$ cat src/rtl/numchar_ctl.sv
// numchar_ctl: sequencer for the MIX CHAR and NUM instructions.
// A start pulse captures rA, rX and the operation, then one decimal digit
// is processed per clock for ten clocks. Results are registered and held
// until the next completion. done pulses for one cycle.
//
// The two operations share one datapath:
//   acc : NUM accumulator, or the CHAR value being divided down
//   sr  : NUM source byte string shifting left, or the CHAR result
//         string shifting right
module numchar_ctl (
   input  logic        clk,
   input  logic        resetn,
   input  logic        start,
   input  logic        op,
   input  logic [30:0] a_in,
   input  logic [30:0] x_in,
   output logic [30:0] a_out,
   output logic [30:0] x_out,
   output logic        busy,
   output logic        done,
   output logic        ovf
);

   typedef enum logic [1:0] {
      S_IDLE = 2'd0,
      S_RUN  = 2'd1,
      S_DONE = 2'd2
   } state_t;

   state_t      state;
   state_t      state_next;
   logic [3:0]  count;
   logic        op_q;      // 1 = CHAR, 0 = NUM
   logic        a_sign;
   logic        x_sign;
   logic [29:0] x_q;       // rX magnitude, returned unchanged by NUM
   logic [33:0] acc;
   logic [59:0] sr;

   logic        accept;
   logic        last_digit;
   logic [3:0]  num_digit;
   logic [33:0] num_acc_next;
   logic [3:0]  char_r;
   logic [33:0] char_v_next;
   logic [59:0] char_sr_next;

   assign accept     = (state == S_IDLE) && start;
   assign last_digit = (state == S_RUN) && (count == 4'd9);

   // Digit engine: both operations' next values, chosen by op_q below.
   // The NUM digit is the top byte of sr, the most significant byte not
   // yet consumed; the CHAR digit is the remainder of the running value.
   assign num_digit    = 4'(sr[59:54] % 6'd10);
   assign num_acc_next = acc * 34'd10 + {30'd0, num_digit};
   assign char_r       = 4'(acc % 34'd10);
   assign char_v_next  = acc / 34'd10;
   assign char_sr_next = {6'd30 + {2'b00, char_r}, sr[59:6]};

   // State register
   // NOTE: every clocked process uses non-blocking (<=) assignments so that
   // all registers update together from values sampled before the edge.
   always_ff @(posedge clk or negedge resetn) begin
      if (!resetn) state <= S_IDLE;
      else         state <= state_next;
   end

   // Next-state logic: IDLE -> RUN on start, ten RUN cycles, one DONE cycle
   // NOTE: the default assignment first keeps this combinational process
   // free of inferred latches on every path through the case.
   always_comb begin
      state_next = state;
      case (state)
         S_IDLE:  if (start) state_next = S_RUN;
         S_RUN:   if (count == 4'd9) state_next = S_DONE;
         S_DONE:  state_next = S_IDLE;
         default: state_next = S_IDLE;
      endcase
   end

   // Status outputs decoded from the state register only
   always_comb begin
      busy = 1'b0;
      done = 1'b0;
      case (state)
         S_RUN:   busy = 1'b1;
         S_DONE:  begin busy = 1'b1; done = 1'b1; end
         default: ;
      endcase
   end

   // Datapath: capture on accept, one digit per RUN cycle, load results
   // on the last digit so they appear together with done
   // NOTE: all datapath registers are plain flops (no memory arrays), so
   // each is cleared by the asynchronous reset, including the result outputs.
   always_ff @(posedge clk or negedge resetn) begin
      if (!resetn) begin
         count  <= 4'd0;
         op_q   <= 1'b0;
         a_sign <= 1'b0;
         x_sign <= 1'b0;
         x_q    <= 30'd0;
         acc    <= 34'd0;
         sr     <= 60'd0;
         a_out  <= 31'd0;
         x_out  <= 31'd0;
         ovf    <= 1'b0;
      end else begin
         if (accept) begin
            count  <= 4'd0;
            op_q   <= op;
            a_sign <= a_in[30];
            x_sign <= x_in[30];
            x_q    <= x_in[29:0];
            if (op) begin
               acc <= {4'd0, a_in[29:0]};
               sr  <= 60'd0;
            end else begin
               acc <= 34'd0;
               sr  <= {a_in[29:0], x_in[29:0]};
            end
         end else if (state == S_RUN) begin
            count <= (count == 4'd9) ? 4'd0 : count + 4'd1;
            if (op_q) begin
               acc <= char_v_next;
               sr  <= char_sr_next;
            end else begin
               acc <= num_acc_next;
               sr  <= {sr[53:0], 6'd0};
            end
         end

         if (last_digit) begin
            if (op_q) begin
               a_out <= {a_sign, char_sr_next[59:30]};
               x_out <= {x_sign, char_sr_next[29:0]};
               ovf   <= 1'b0;
            end else begin
               a_out <= {a_sign, num_acc_next[29:0]};
               x_out <= {x_sign, x_q};
               ovf   <= |num_acc_next[33:30];
            end
         end
      end
   end

endmodule

$ cat config.mk
export PLATFORM = sky130hd
export DESIGN_NAME = numchar_ctl
export DESIGN_NICKNAME = d
export VERILOG_FILES = /design/src/rtl/numchar_ctl.sv
export SDC_FILE = /design/constraint.sdc
export NUM_CORES = 1
export LEC_CHECK = 0
export CORE_ASPECT_RATIO = 1.2
export CORE_MARGIN = 2
export CORE_UTILIZATION = 54
export DETAILED_ROUTE_END_ITERATION = 16
export PLACE_DENSITY_LB_ADDON = 0.3
export SLEW_MARGIN = 20
export SYNTH_ARGS = -nofsm -noshare
export SYNTH_HDL_FRONTEND = slang
export SYNTH_SLANG_ARGS = --single-unit
$ cat constraint.sdc
create_clock -name clk -period 27.2 [get_ports clk]
set_input_delay 4.08 -clock clk [delete_from_list [all_inputs] [get_ports clk]]
set_output_delay 4.08 -clock clk [all_outputs]
set_load 0.05 [all_outputs]
Figure 1. Signal wires on met1.
The bar under the picture is 50 microns long.
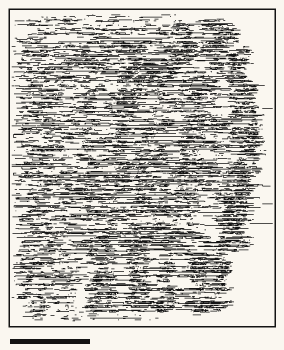
- nets with wire on the layer: 2,078
- main direction: horizontal

Figure 2. Track usage over the die.
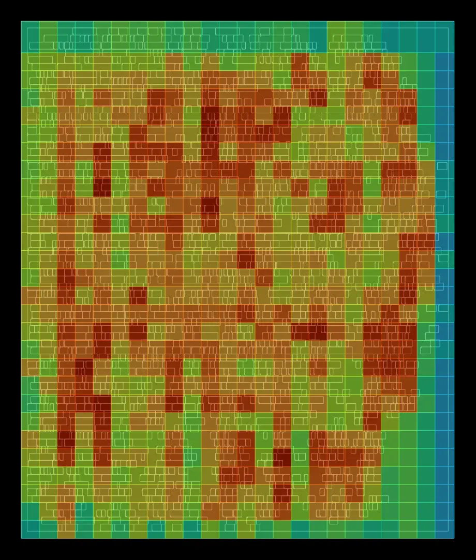
grt peak-use layer: met2
met3 usage: 0.0503
Tot GR Track Use: 0.309
Final Core Density: 0.603

==> out/results.tsv <==
stage	metric	value	unit
run_status	status	finished clean	
final_timing	cycle use final	0.564	
placement	HPWL reported at the end of detailed placement	36300	microns
clocking	Clock Latency Late Sink	0.44	ns
yosys	post-synth top area cell	dfrtp_1	
die	chip width	166	microns
final_timing	Highest Clock Rate	0.0652	GHz
placement	Buffers on Ports	130	
critical_path	CP max FO	21	
yosys	Cell Area, Synth	0.0170	sq mm
cells_and_area	Cell Count, Final, Fillers Out	2517	
final_timing	Rel. slew slack	0.244	
yosys	Chip Area, Yosys	0.0170	sq mm
run	Max-Cap Viols	0	
final_timing	RSZ-0062 raised after global routing	false	
critical_path	CP required	27.53	ns
cells_and_area	share of cells above drive strength 1	0.0794	
die	die height	198	microns
yosys	Post-synth ARST share	1.00	
critical_path	slowest stage delay, CP	0.89	ns
clocking	CTS tree	yes	
yosys	Seq/Total Area, Yosys	0.288	
critical_path	worst setup path class	flip-flop to flip-flop	
clocking	H-Tree Depth	4	
yosys	Seq cells post-synth	196	
critical_path	CP dominant cell by count	nor2_1	
final_timing	Final Skew	0.0129	ns
cells_and_area	nets	2243	
global_routing	largest net degree at the start of global routing	95	
yosys	Unique cell types	120	
placement	GP Congestion	0.949	
drt	final antenna-violating net count	0	
yosys	mean area per synthesized cell	8.05	sq um
clocking	# resized after CTS	0	
yosys	EDFF count, synth	0	
clocking	Max clock buf depth	2	
yosys	Mux area share	0.0647	
drt	initial DRC count	1759	
cells_and_area	final instance area	0.0188	sq mm
clocking	Root Driver	clkbuf_16	
run	OpenROAD warning count	30	
yosys	aoi share	0.295	
critical_path	Worst setup SP type	flip-flop	
final_timing	max-slew violation count	0	
final_timing	final hold violations	0	
clocking	CTS clk-pin slew, worst paths	0.08	ns
placement	placed cell area	0.0182	sq mm
global_routing	vias in the first global route	15731	
clocking	CTS Hold Bufs	0	
global_routing	total grt overflow	0	
yosys	post-synthesis cell count	2113	
die	top-level I/O count	131	
cells_and_area	Antenna diodes	0	
yosys	Post-Synth Adder-Cell Area	0.0577	
drt	routed len/inst	20.6	microns
yosys	Dominant combinational family	AND-OR/OR-AND gates	
final_timing	Worst-Margin Slew	1.13	ns
die	std cell rows	71	
clocking	post-CTS setup buffers	0	
critical_path	WP data arrival	15.67	ns
final_timing	post-route minimum period	15.34	ns
global_routing	first-pass GRT wire length	83900	microns
yosys	Post-Synth XOR/XNOR Area	0.0410	
yosys	Top-area cell share	0.288	
critical_path	CP Capture Type	flip-flop	
die	FP Core Util	0.545	
drt	vias per inst	6.63	
yosys	simple share	0.198	
drt	Residual DRC	0	
critical_path	Slowest cell on crit path	nor3_1	
final_timing	setup_tns	0	ns
cells_and_area	Layout Area Growth over Synthesis	10.6	%
global_routing	initial antenna violation count	0	
die	die area	0.0329	sq mm
yosys	Syn. warnings	0	
clocking	Num CTS Buffers	17	
yosys	ys flop type	dfrtp_1	
yosys	net count after synthesis	2253	
placement	placed instance count	2485	
Figure 3. M2 wires.
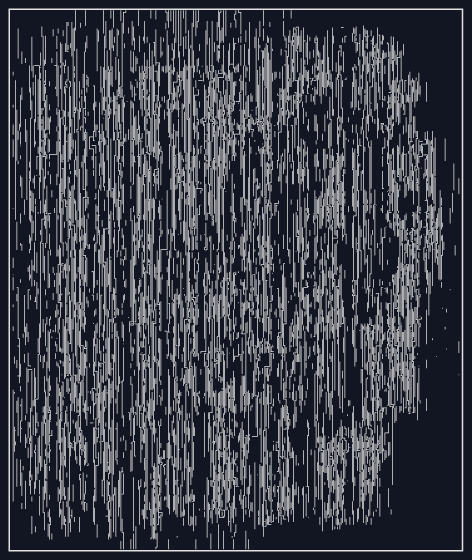
- wire length on this layer: 24.9 mm
- longest straight run: 51.2 microns
Routed WL: 52,000 microns
vias post-DR: 16,694
met2 usage: 0.527

[logic make-up (layout without fill, tap and decap cells)]
logic type,count (synthesis),in the layout
adders and majority gates,78,78
buffers and inverters,229,232
muxes,108,108
AOI/OAI and AO/OA,706,706
xor gates and xnor gates,77,77
DFF,196,196
and+or+nand+nor,719,719
[worst paths after layout]
| kind | startpoint | endpoint | slack [ns] | cells after the start |
|---|---|---|---|---|
| hold reg to reg | x_q[19] | x_q[19] | 0.48 | 2 |
| hold / removal | x_q[19] | x_q[19] | 0.48 | 2 |
| max in group asynchronous | resetn | op_q | 21.48 | 3 |
| min in group asynchronous | resetn | x_q[20] | 3.68 | 1 |
| setup / recovery | acc[29] | sr[57] | 11.86 | 45 |
| setup reg to reg | acc[29] | sr[57] | 11.86 | 45 |
[synth_stat cells (46+ instances only)]
library cell	number
a211oi_1	77
a21oi_1	145
a31o_2	55
clkbuf_1	124
dfrtp_1	196
ha_1	72
inv_1	48
mux2i_1	99
nand2_1	282
nand3_1	48
nor2_1	197
o21ai_0	121
xnor2_1	46
[sequential cells by signal, indices dropped and copies added, names as in the netlist]
register / cells
a_out: 31
x_sign: 1
acc: 34
ovf: 1
a_sign: 1
x_q: 30
x_out: 31
count: 4
sr: 60
state: 2
op_q: 1
[final cells by class]
| class | count | area (sq um) | area share |
|---|---|---|---|
| clock buffers | 19 | 453 | 0.0241 |
| clock inverters | 13 | 133 | 0.00705 |
| inverters | 57 | 214 | 0.0114 |
| multi-input cells | 1688 | 11200 | 0.595 |
| flip-flops and latches | 196 | 4910 | 0.261 |
| well taps | 401 | 502 | 0.0267 |
| repair buffers | 143 | 1400 | 0.0746 |
[per-layer routing]
layer  vias up  wire, microns  GRT usage
met5         -              0          0
met4         0           1510     0.0992
met3       121           3720     0.0503
met2       727          24900      0.527
met1      8015          21800      0.402
li1       7831              -          -
[per-stage QoR]
stage	worst slack (ns)	hold slack (ns)
detailed placement	11.83	0.461
CTS	11.82	0.481
finish	11.86	0.479
global route	10.45	0.495
global placement	12.18	0.456
floorplan	15.14	0.439
[cell usage in the layout, fill, tap and decap left out, drive strengths merged, types with 11 or more instances in the layout]
cell and n:
o21a 13, a31oi 19, nand2 285, and3 20, nor2b 12, nand4 18
xor2 29, a21o 15, clkdlybuf4s50 129, o211ai 20, a2111oi 15, nor4 27
o31ai 31, mux2i 99, ha 72, buf 13, nor3 41, xnor2 48
dfrtp 196, nand3 48, nor2 199, a31o 60, clkbuf 20, inv 59
o21ai 129, a211oi 79, a21oi 147, o2111ai 11, o21bai 24, and2 11
clkinv 11, or3 16, o22ai 11, a22oi 20
[critical path: cells and delay by family, from the launching register on]
kind	cells	cell delay, ns
AND-OR/OR-AND	24	7.97
AND/OR/NAND/NOR	15	5.03
flip-flops	1	0.80
adder cells (fa/ha/maj)	3	0.78
multiplexers	2	0.40
XOR/XNOR	1	0.20
